Run 1, cell sizes after repair:
Scale: 4 px per um.
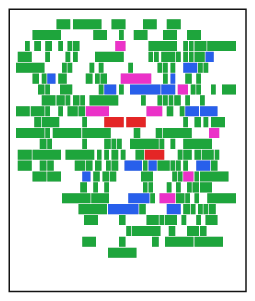
Run 1, routed metal per tile:
Scale: 6 px per um. 12 x 14 tiles, from dark purple (low) to yellow (high), scaled to the fullest tile. Values are wire area over tile area, all layers added.
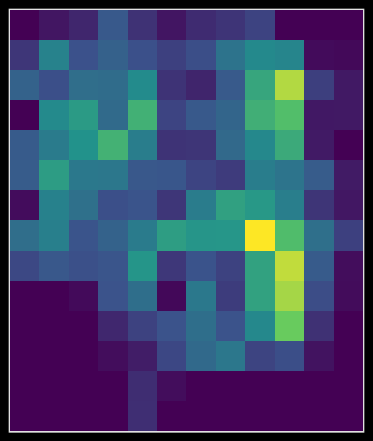
Run 1, power grid:
Scale: 6 px per um. Pins as bars on the die edge.
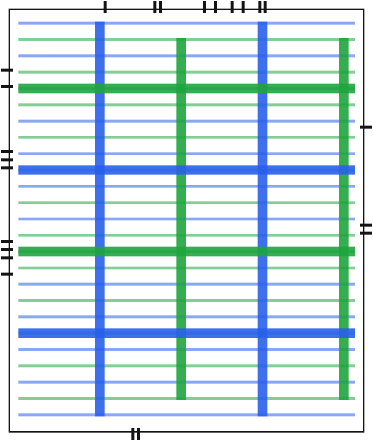
===== config.mk =====
export PLATFORM = sky130hd
export DESIGN_NAME = pcs_link_ctrl
export DESIGN_NICKNAME = d
export VERILOG_FILES = /design/src/rtl/pcs_link_ctrl_pkg.sv /design/src/rtl/pcs_link_timer.sv /design/src/rtl/pcs_link_ctrl.sv
export SDC_FILE = /design/constraint.sdc
export NUM_CORES = 1
export LEC_CHECK = 0
export ABC_AREA = 1
export CAP_MARGIN = 25
export CORE_ASPECT_RATIO = 1.2
export CORE_UTILIZATION = 35
export DETAILED_ROUTE_END_ITERATION = 10
export GPL_ROUTABILITY_DRIVEN = 0
export SKIP_LAST_GASP = 1
export SLEW_MARGIN = 20
export SYNTH_ARGS = -nofsm -noshare
export SYNTH_HDL_FRONTEND = slang
export SYNTH_SLANG_ARGS = --single-unit
export TNS_END_PERCENT = 100

===== constraint.sdc =====
create_clock -name Clk -period 1.9 [get_ports Clk]
set_input_delay 0.19 -clock Clk [delete_from_list [all_inputs] [get_ports Clk]]
set_output_delay 0.19 -clock Clk [all_outputs]
set_load 0.03 [all_outputs]

===== src/rtl/pcs_link_ctrl_pkg.sv =====
// Shared definitions for the PCS link controller: state codes, parameter
// defaults, counter widths and timer sizing helpers.
package pcs_link_ctrl_pkg;

  typedef enum logic [2:0] {
    RESET_HOLD = 3'd0,
    WAIT_SYNC  = 3'd1,
    DEBOUNCE   = 3'd2,
    LINK_UP    = 3'd3,
    LINK_DOWN  = 3'd4
  } link_state_t;

  localparam int unsigned RST_CYCLES_DEF      = 4;
  localparam int unsigned SYNC_TIMEOUT_DEF    = 1024;
  localparam int unsigned DEBOUNCE_CYCLES_DEF = 16;
  localparam int unsigned HOLDOFF_CYCLES_DEF  = 8;

  localparam int unsigned LOS_W   = 8;
  localparam int unsigned RETRY_W = 4;

  function automatic int unsigned max4(input int unsigned a, input int unsigned b,
                                       input int unsigned c, input int unsigned d);
    int unsigned m;
    m = a;
    if (b > m) m = b;
    if (c > m) m = c;
    if (d > m) m = d;
    return m;
  endfunction

  // Timer only needs to reach (largest parameter - 1); keep at least one bit.
  function automatic int unsigned timer_width(input int unsigned largest);
    return (largest < 2) ? 1 : $clog2(largest);
  endfunction

endpackage


===== src/rtl/pcs_link_timer.sv =====
// Shared cycle timer: synchronous clear, free-running increment otherwise.
module pcs_link_timer #(
  parameter int unsigned WIDTH = 10
) (
  input  logic             i_clk,
  input  logic             i_rst,
  input  logic             i_clr,
  input  logic             i_inc,
  output logic [WIDTH-1:0] o_count
);

  logic [WIDTH-1:0] r_count;

  // Count register: reset and clear take precedence over increment.
  always_ff @(posedge i_clk) begin
    if (i_rst || i_clr) begin
      r_count <= '0;
    end else if (i_inc) begin
      r_count <= r_count + 1'b1;
    end
  end

  assign o_count = r_count;

endmodule


===== src/rtl/pcs_link_ctrl.sv =====
// PCS link controller: sequences the synchronization FSM reset, debounces
// code_sync_status into link_ok, and keeps saturating link statistics.
module pcs_link_ctrl
  import pcs_link_ctrl_pkg::*;
#(
  parameter int unsigned RST_CYCLES      = RST_CYCLES_DEF,
  parameter int unsigned SYNC_TIMEOUT    = SYNC_TIMEOUT_DEF,
  parameter int unsigned DEBOUNCE_CYCLES = DEBOUNCE_CYCLES_DEF,
  parameter int unsigned HOLDOFF_CYCLES  = HOLDOFF_CYCLES_DEF
) (
  input  logic               Clk,
  input  logic               mr_main_reset,
  input  logic               mr_restart,
  input  logic               clr_stats,
  input  logic               code_sync_status,
  output logic               sync_rst,
  output logic               link_ok,
  output logic [2:0]         link_state,
  output logic               timeout_pulse,
  output logic [LOS_W-1:0]   los_count,
  output logic [RETRY_W-1:0] retry_count
);

  localparam int unsigned TW =
    timer_width(max4(RST_CYCLES, SYNC_TIMEOUT, DEBOUNCE_CYCLES, HOLDOFF_CYCLES));

  localparam logic [TW-1:0] RST_LAST  = TW'(RST_CYCLES - 1);
  localparam logic [TW-1:0] SYNC_LAST = TW'(SYNC_TIMEOUT - 1);
  localparam logic [TW-1:0] DEB_LAST  = TW'(DEBOUNCE_CYCLES - 1);
  localparam logic [TW-1:0] HOLD_LAST = TW'(HOLDOFF_CYCLES - 1);

  link_state_t        r_state;
  link_state_t        w_state_nxt;
  logic [TW-1:0]      w_timer;
  logic               w_timer_clr;
  logic               w_timeout;
  logic               w_los_event;
  logic [LOS_W-1:0]   r_los_count;
  logic [RETRY_W-1:0] r_retry_count;

  // A restart inside RESET_HOLD keeps the state but must still rewind the count.
  assign w_timer_clr = mr_restart || (w_state_nxt != r_state);

  pcs_link_timer #(
    .WIDTH (TW)
  ) u_timer (
    .i_clk   (Clk),
    .i_rst   (mr_main_reset),
    .i_clr   (w_timer_clr),
    .i_inc   (1'b1),
    .o_count (w_timer)
  );

  // State register.
  always_ff @(posedge Clk) begin
    if (mr_main_reset) begin
      r_state <= RESET_HOLD;
    end else begin
      r_state <= w_state_nxt;
    end
  end

  // Next-state decode plus timeout / loss-of-sync event strobes.
  always_comb begin
    w_state_nxt = r_state;
    w_timeout   = 1'b0;
    w_los_event = 1'b0;
    if (mr_restart) begin
      w_state_nxt = RESET_HOLD;
    end else begin
      case (r_state)
        RESET_HOLD: begin
          if (w_timer == RST_LAST) w_state_nxt = WAIT_SYNC;
        end
        WAIT_SYNC: begin
          if (code_sync_status) begin
            w_state_nxt = DEBOUNCE;
          end else if (w_timer == SYNC_LAST) begin
            w_state_nxt = RESET_HOLD;
            w_timeout   = 1'b1;
          end
        end
        DEBOUNCE: begin
          if (!code_sync_status) begin
            w_state_nxt = WAIT_SYNC;
          end else if (w_timer == DEB_LAST) begin
            w_state_nxt = LINK_UP;
          end
        end
        LINK_UP: begin
          if (!code_sync_status) begin
            w_state_nxt = LINK_DOWN;
            w_los_event = 1'b1;
          end
        end
        LINK_DOWN: begin
          if (code_sync_status) begin
            w_state_nxt = DEBOUNCE;
          end else if (w_timer == HOLD_LAST) begin
            w_state_nxt = RESET_HOLD;
          end
        end
        default: w_state_nxt = RESET_HOLD;
      endcase
    end
  end

  // Saturating statistics; clear beats a same-cycle increment.
  always_ff @(posedge Clk) begin
    if (mr_main_reset || clr_stats) begin
      r_los_count   <= '0;
      r_retry_count <= '0;
    end else begin
      if (w_los_event && (r_los_count != '1)) r_los_count <= r_los_count + 1'b1;
      if (w_timeout && (r_retry_count != '1)) r_retry_count <= r_retry_count + 1'b1;
    end
  end

  assign sync_rst      = (r_state == RESET_HOLD);
  assign link_ok       = (r_state == LINK_UP);
  assign link_state    = r_state;
  assign timeout_pulse = w_timeout && !mr_main_reset;
  assign los_count     = r_los_count;
  assign retry_count   = r_retry_count;

endmodule


==> summary.txt, run 1 <==
The run has ended; figures from its reports follow.

The post-synthesis adder-cell area fraction came out at 0.02768. The worst path arrival time came out at 1590 ps. The worst register-to-register path ends at los_count[0]$_SDFFE_PP0P_. The area of the placeable core came out at 0.003664 mm2.

The number of H-tree levels is 1. The iteration tally of the first detailed-router pass is 4. The layout overhead on the synthesized area is 26.66%. The launch point of the worst min-delay path is recorded as u_timer.o_count[0]$_SDFF_PP0_. The number of global-route vias before repair is 1129. The leakage power is 0.0006269 uW. The count of boundary I/O pins is 23.

The first-pass GRT wire length is 4.698 mm. The average vias per placed instance came out at 4.618. The layout summary lists the proportion of cells stronger than drive strength 1 as 0.1256.

The synthesized netlist net count is 194. The category of the worst setup path launch point is a register. The last timing report of the flow puts the setup violation total at 0. The initial antenna violation count came to 0. Per the GRT congestion report, total overflow comes to 0. At the floorplan stage, the core utilization is reported as 0.3702. At the later pin of the worst-skew pair, clock insertion delay measures 260 ps. For reference, the placement row count at floorplan is 24. The root buffer cell chosen for the clock tree is sky130_fd_sc_hd__clkbuf_8. The clock skew is 3.189 ps. Yosys printed 0 warnings. The multi-input logic area is 729.5 um2. After filler insertion, the fill cell instance count of the layout stands at 390.

The chip area came out at 0.004129 mm2. The slew at the pin closest to its max-slew limit came out at 399.2 ps. The mean cell area of the mapped netlist came out at 7.292 um2. The synthesis stat section lists a flop and latch total of 25.

The share of the cycle needed by the critical path after routing came out at 0.9363. Setup repair after global routing left no endpoint under its margin. The number of cells reported by Yosys stat comes to 186.

The buffer and inverter count on the worst path came out at 3. The worst setup path is captured at a primary output. The number of cells traversed by the worst hold path came out at 1. The via count of the routed design came out at 1233. The finished layout reports a core utilization of 0.4689. The setup slack on the worst flop-to-flop path is 270 ps. The count of buffers from port buffering came out at 22. The maximum vdd drop is 251.9 uV. The number of nets in the layout came out at 224.

The cell family with the largest share of critical-path delay is buffers and inverters. The remaining design rule violation count came out at 0. The fmax came out at 562.1 MHz. The number of design-rule violations left by the first detailed-router iteration came out at 74. The slowest cell on the critical path is sky130_fd_sc_hd__clkdlybuf4s50_1. Per the final timing report, the hold violations number 0. The minimum clock period after layout is 1779 ps. The required time at the worst endpoint is listed as 1710 ps. The mux contribution to synthesized area came out at 0. For the worst reg-to-reg path, the startpoint reported by OpenROAD is los_count[0]$_SDFFE_PP0P_. Of the total synthesized cell area, the portion taken by AND, OR, NAND and NOR gates is 0.3552. Counting the buffers created by CTS gives 3. The synthesized netlist occupies a cell area of 0.001356 mm2. Detailed placement finished with a half-perimeter wire length of 2.087 mm.

The net switching power is 191.2 uW. The main logic family after synthesis is simple AND/OR/NAND/NOR gates. The flow ran to the end, and the final reports show no timing, DRC or antenna violations. The destination of the worst hold path is u_timer.o_count[0]$_SDFF_PP0_. The path depth of the worst reg2reg path is 6. The post-placement cell area is 0.001660 mm2.

The routed wire length is 2.727 mm. The total count of max-transition violations in the final report came out at 0. The global-route usage over all layers came out at 0.1427. In this run, the synthesized area fraction spent on AND-OR/OR-AND gates is recorded as 0.09041.

The worst setup path category is reg2out. The post-detailed-route count of antenna-violating nets came out at 0. The final routed wire length divided by cell count came out at 10.21 um. The highest net fanout along the worst path is 5.
## Picture notes: 'cell sizes after repair'
legend:
  magenta:
    size: drive 3 to 4
    cells: 8
    share: 3.7%
    most_used: buf_4
  red:
    size: drive 6 and up
    cells: 3
    share: 1.4%
    most_used: clkbuf_8
  blue:
    size: drive 2
    cells: 16
    share: 7.4%
    most_used: nor2_2
  green:
    size: drive 1 or less
    cells: 188
    share: 87%
    most_used: inv_1

## Picture notes: 'routed metal per tile'
mean over tiles: 0.10
fullest tile: 0.42
tiles over half the peak: 14%

## Picture notes: 'power grid'
legend:
  blue:
    net: VSS
  green:
    net: VDD
signal pins: 23
rows: 24
met4 straps: 4
met5 straps: 4

-- run 1: timing repair --
item,4_1_cts,5_1_grt
resized,0,3
setup buffers,0,1
setup endpoints to repair,0,2
-- run 1: cells in the final DEF, fill, tap and decap left out, drive strengths merged, types with 2 or more instances in the layout --
master | netlist | final
inv | 35 | 35
nand2 | 33 | 33
dfxtp | 25 | 25
nor2 | 22 | 22
clkdlybuf4s50 | 0 | 21
nor3 | 17 | 17
o21ai | 10 | 10
nand3 | 10 | 10
a21oi | 9 | 9
xor2 | 7 | 7
nand4 | 6 | 6
buf | 0 | 4
clkbuf | 0 | 4
ha | 3 | 3
xnor2 | 2 | 2
nor4 | 2 | 2
-- run 1: worst max path at each step --
stage	start	to	slack, ps	cells past startpoint
2_1_floorplan	los_count[0]$_SDFFE_PP0P_	los_count[0]$_SDFFE_PP0P_	240	6
3_3_place_gp	code_sync_status	u_timer.o_count[0]$_SDFF_PP0_	170	10
3_5_place_dp	code_sync_status	u_timer.o_count[5]$_SDFF_PP0_	160	10
4_1_cts	link_state[0]$_SDFF_PP0_	link_ok	50	3
5_1_grt	u_timer.o_count[1]$_SDFF_PP0_	timeout_pulse	10	6
6_report	link_state[2]$_SDFF_PP0_	link_ok	120	4
-- run 1: metal layers --
layer	part of all wire	global-route usage
met5	0	0
met4	0.0092	0.03704
met3	0.033	0.03333
met2	0.46	0.2311
met1	0.50	0.1872
-- run 1: cell usage after synthesis (all sizes together) --
cell type	instances	share of area
nor3	17	0.078
nor2	22	0.074
nand2	33	0.097
dfxtp	25	0.37
o21a	1	0.0055
xnor2	2	0.013
a311oi	1	0.0065
xor2	7	0.045
nor4	2	0.0092
o21ai	10	0.040
inv	35	0.097
o211ai	1	0.0055
a21oi	9	0.033
clkinv	1	0.0028
ha	3	0.028
nand3	10	0.048
nand4	6	0.043
nor3b	1	0.0055
-- run 1: stage by stage --
| step | hold WS (ps) | worst slack (ps) | cells | power (uW) |
|---|---|---|---|---|
| 6_report | 426.6 | 121.0 | 267 | 885.1 |
| 5_1_grt | 443.9 | 10.38 | 267 | 928.1 |
| 4_1_cts | 464.8 | 45.51 | 266 | 898.4 |
| 3_5_place_dp | 452.2 | 155.3 | 262 | 582.6 |
| 3_3_place_gp | 443.1 | 166.7 | 262 | 582.4 |
| 2_1_floorplan | 262.4 | 235.2 | 186 | 560.9 |
-- run 1: sequential cells by signal (all words and copies together) (netlist names) --
name and flops:
u_timer.o_count 10, los_count 8, retry_count 4, link_state 3
-- run 1: final cells by class --
class	count	share of cell area
multi-input cells	125	0.4246
flip-flops and latches	25	0.2928
repair buffers	25	0.1398
inverters	36	0.07866
well taps	52	0.03787
clock buffers	4	0.02622
-- run 1: power by group through the flow --
stage	sequential (uW)	clock [uW]	combinational [uW]
3_5_place_dp	540	0	42.8
4_1_cts	528	328	43.0
2_1_floorplan	540	0	21.3
5_1_grt	528	353	46.8
3_3_place_gp	540	0	42.7
6_report	528	315	42.2
Run 1, register map, names as in the netlist:
Scale: 6 px per um.
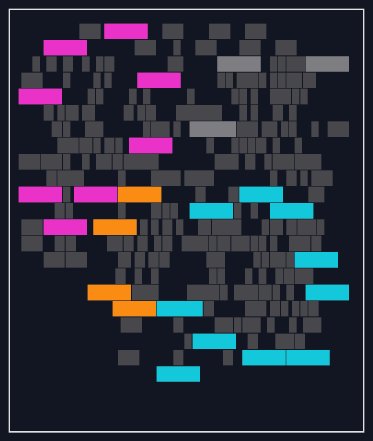

==> run 2, diff against run 1 <==
CAP_MARGIN = not set   (was 25)
SYNTH_HIERARCHICAL = 1   (was not set)
Run 2, register map, names as in the netlist:
Scale: 4 px per um.
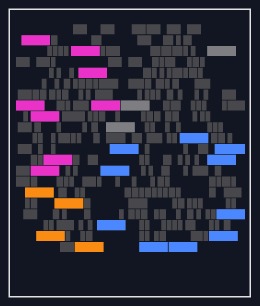
legend:
  magenta:
    netlist_name: los_count
    placed_flops: 8
  blue:
    netlist_name: u_timer/o_count
    placed_flops: 10
  orange:
    netlist_name: retry_count
    placed_flops: 4
    where: south-west

Run 2, routed metal per tile:
Scale: 4 px per um. 12 x 14 tiles, from dark purple (low) to yellow (high), scaled to the fullest tile. Values are wire area over tile area, all layers added.
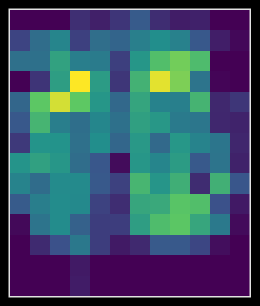
tiles over half the peak: 24%
fullest tile: 0.36
nearly empty tiles: 20%

==> summary.txt, run 2 <==
The run has ended; figures from its reports follow.

In the routed layout, each cell is associated on average with a via count of 4.482. The share of synthesized area occupied by flip-flops and latches is 0.3556. The script reports the combined buffer and inverter count of the critical path as 2. Grouping stages by cell kind, the critical path spends the most delay in buffers and inverters. The layout has 402 filler cells. The number of cells in the finished layout apart from fillers is 311. TritonCTS built the clock tree. The slowest cell on the critical path is sky130_fd_sc_hd__clkdlybuf4s50_1. Looking at the VDD voltage map, the peak drop is 220.3 uV. The summed negative setup slack over all endpoints is 0 ps. The synthesized instance count came out at 219. The number of enable flip-flop cells is 0. The placed wire-length estimate after detailed placement came out at 2.306 mm. The area fraction in compound gates after synthesis came out at 0.1084. Per STA, the startpoint of the critical path is link_state[2]$_SDFF_PP0_. The clock sink count is 25.

The final instance area is 0.001829 mm2. The number of cells on the critical path came out at 4. The largest net degree at the start of global routing came out at 15. Per the detailed-route log, wirelength across all metal layers totals 3.087 mm. The final hold violation count is 0. The post-synthesis share of cell area spent on xor and xnor gates is 0.01244. The run finished with clean final reports.

The area share of the leading cell type in the synthesized netlist is 0.3556. Setup violations remaining at the end of the flow were counted as 0. The worst reg2reg path startpoint is link_state[0]$_SDFF_PP0_. The share of final-layout standard cells stronger than drive strength 1 came out at 0.1120. The flip-flop count of the largest register after layout is 10. The setup slack on the worst flop-to-flop path is 170 ps. The critical path maximum fanout is 4. The post-detailed-route count of antenna-violating nets came out at 0.

The clock skew came out at 4.147 ps. The worst path required time is 1710 ps. The capture point of the worst register-to-register path is recorded as u_timer/o_count[1]$_SDFFE_PP0P_. The delay of the slowest critical-path stage is 680 ps. The initial antenna violation count was 0. Pin placement for this block handled 23 I/O pins. Listed in order, past its start point the critical path passes inv_2 > nand2_2 > nor2_4 > clkdlybuf4s50_1. The worst slack on hold paths came out at 467.9 ps. The count of distinct cell types in the synthesized netlist is 23. The final routed wire length divided by cell count is 9.926 um.

The number of storage elements in the synthesis netlist is 25. The sequential cell area came out at 501.7 um2. Setup repair after global routing could not meet its margin everywhere.

The detailed placer reported the number of placed instances as 304. The effective utilization at floorplan is 0.3750. The number of cells in the yosys synthesis report came out at 219. The tree is rooted in a sky130_fd_sc_hd__clkbuf_8. The number of design-rule violations left by the first detailed-router iteration came out at 44. Per the placement log, port buffering inserted 22 buffers. Per the cell usage report, the commonest logic cell in the layout is sky130_fd_sc_hd__nand2_1. The main logic family after synthesis is simple AND/OR/NAND/NOR gates. The category of the worst setup path launch point is a register.

The number of max-cap violations is 0. The number of cell rows is 24. The multi-input logic area came out at 808.3 um2.

The height of the die is 71.47 um. The number of global-route vias before repair came out at 1254. STA classifies the critical path endpoint as a primary output. The chip area came out at 0.004280 mm2. The simple-gate share of the synthesized area is 0.4062. In the synthesized netlist the dominant register cell turns out to be sky130_fd_sc_hd__dfxtp_1. Per the CTS log, the maximum H-tree level is 1. The total count of max-transition violations in the final report came out at 0. The number of warnings issued by yosys is 6. At the later pin of the worst-skew pair, clock insertion delay measures 270 ps. The minimum clock period after layout came out at 1802 ps.

The core region is 0.003754 mm2. The worst path arrival time came out at 1610 ps. The top cell types in the final layout, fill and taps aside, are 50 x sky130_fd_sc_hd__nand2_1, 41 x sky130_fd_sc_hd__nor2_1, 30 x sky130_fd_sc_hd__inv_1, 24 x sky130_fd_sc_hd__dfxtp_1, 20 x sky130_fd_sc_hd__clkdlybuf4s50_1. The mux contribution to synthesized area came out at 0.

The post-detailed-placement cell area came out at 0.001758 mm2. The most critical setup path has its endpoint at link_ok. The worst-case clock buffer depth came out at 2. The synthesized area is 0.001408 mm2.

The end-of-flow core utilization came out at 0.4873. The number of warnings reported in the stage logs is 27. The mean cell area of the mapped netlist is 6.427 um2. The global-route usage over all layers came out at 0.1614.

The largest total area in the synthesized netlist belongs to sky130_fd_sc_hd__dfxtp_1. By count the netlist is led by 50 x sky130_fd_sc_hd__nand2_1, 41 x sky130_fd_sc_hd__nor2_1, 30 x sky130_fd_sc_hd__inv_1. The layout overhead on the synthesized area is 29.96%.

The total congestion overflow after global routing came out at 0. The number of nets in the layout is 268. In the post-synthesis netlist, the cell with the most instances is sky130_fd_sc_hd__nand2_1.

The worst setup path category is reg2out. The kind of path behind the tightest hold check is reg2reg. The chip area estimate from yosys synthesis came out at 0.001408 mm2. The number of CTS-inserted buffers came out at 3. The share of the cycle needed by the critical path after routing came out at 0.9482. The first global-routing pass estimated 5.423 mm of wire. The via count of the routed design came out at 1394. Counting flops with an async set or reset pin after synthesis yields a share of 0. The iteration tally of the first detailed-router pass is 4. The leakage power came out at 0.0007446 uW. The path depth of the worst reg2reg path came out at 10. The overall die width came out at 59.89 um. The final antenna diode count is 0. The synthesis report lists the most area-consuming cells as sky130_fd_sc_hd__dfxtp_1 36%, sky130_fd_sc_hd__nand2_1 13%, sky130_fd_sc_hd__nor2_1 11%. The power per standard cell area came out at 493.0 mW/mm2. The fmax came out at 555.1 MHz.

The post-synthesis adder-cell area fraction is 0.02667. The clock input transition at the sequential cells of the worst setup and hold paths came out at 90 ps. After detailed routing, the number of remaining DRC violations is 0.
==> run 2: worst register-to-register path: stages (launching register included) <==
cell                       delay (ps)
sky130_fd_sc_hd__dfxtp_1          360
sky130_fd_sc_hd__inv_2            130
sky130_fd_sc_hd__nand3_1          150
sky130_fd_sc_hd__nand4_1          160
sky130_fd_sc_hd__nor2_1            50
sky130_fd_sc_hd__nand3b_1         160
sky130_fd_sc_hd__nor2_1           100
sky130_fd_sc_hd__nand3_1          160
sky130_fd_sc_hd__nor2_2           220
sky130_fd_sc_hd__inv_1             80
sky130_fd_sc_hd__a21oi_1          100
==> run 2: metrics by stage <==
step | power (uW) | setup WS [ps]
CTS | 918.9 | 40.19
detailed placement | 586.6 | -28.35
finish | 901.8 | 98.38
global route | 946.0 | -40.44
floorplan | 562.4 | 60.76
global placement | 586.0 | 14.28
==> run 2: routing by layer <==
metal  up-vias  share of wire  GRT usage
li1        764              -          -
met2        14           0.48     0.2667
met1       614           0.49     0.2060
met5         -              0          0
met4         0         0.0081    0.06460
met3         2          0.022    0.02527
==> run 2: where the power goes <==
| part | switching, uW | total [uW] | internal (uW) |
|---|---|---|---|
| combinational | 27.6 | 49.3 | 21.6 |
| sequential | 1.77 | 527 | 525 |
| clock | 179 | 326 | 147 |
| total | 208 | 902 | 694 |
==> run 2: final cells by class <==
class | instances | area share
clock buffers | 3 | 0.02257
clock inverters | 1 | 0.002736
inverters | 32 | 0.06566
multi-input cells | 167 | 0.4419
flip-flops and latches | 25 | 0.2743
well taps | 52 | 0.03557
repair buffers | 31 | 0.1573
==> run 2: logic make-up after synthesis <==
family | after synthesis
other cells | 1
xor+xnor | 2
flops | 25
compound gates | 30
simple gates | 125
fa+ha+maj | 3
buf+inv | 33
==> run 2: how the worst min path moves through the flow <==
stage	from	to	cells past startpoint
6_report	u_timer/o_count[0]$_SDFFE_PP0P_	u_timer/o_count[0]$_SDFFE_PP0P_	1
5_1_grt	u_timer/o_count[0]$_SDFFE_PP0P_	u_timer/o_count[0]$_SDFFE_PP0P_	1
3_3_place_gp	los_count[4]$_SDFFE_PP0P_	los_count[4]$_SDFFE_PP0P_	2
4_1_cts	los_count[4]$_SDFFE_PP0P_	los_count[4]$_SDFFE_PP0P_	2
2_1_floorplan	mr_main_reset	link_state[2]$_SDFF_PP0_	1
3_5_place_dp	los_count[4]$_SDFFE_PP0P_	los_count[4]$_SDFFE_PP0P_	2
==> run 2: timing repair <==
action                                 in CTS  in global routing
hold buffers                                0                  0
setup buffers                               0                  2
resized                                     0                  2
endpoints found under the hold margin       0                  0
setup endpoints to repair                   0                 12
No activity file was given, so power comes from the tool's default toggle rates.
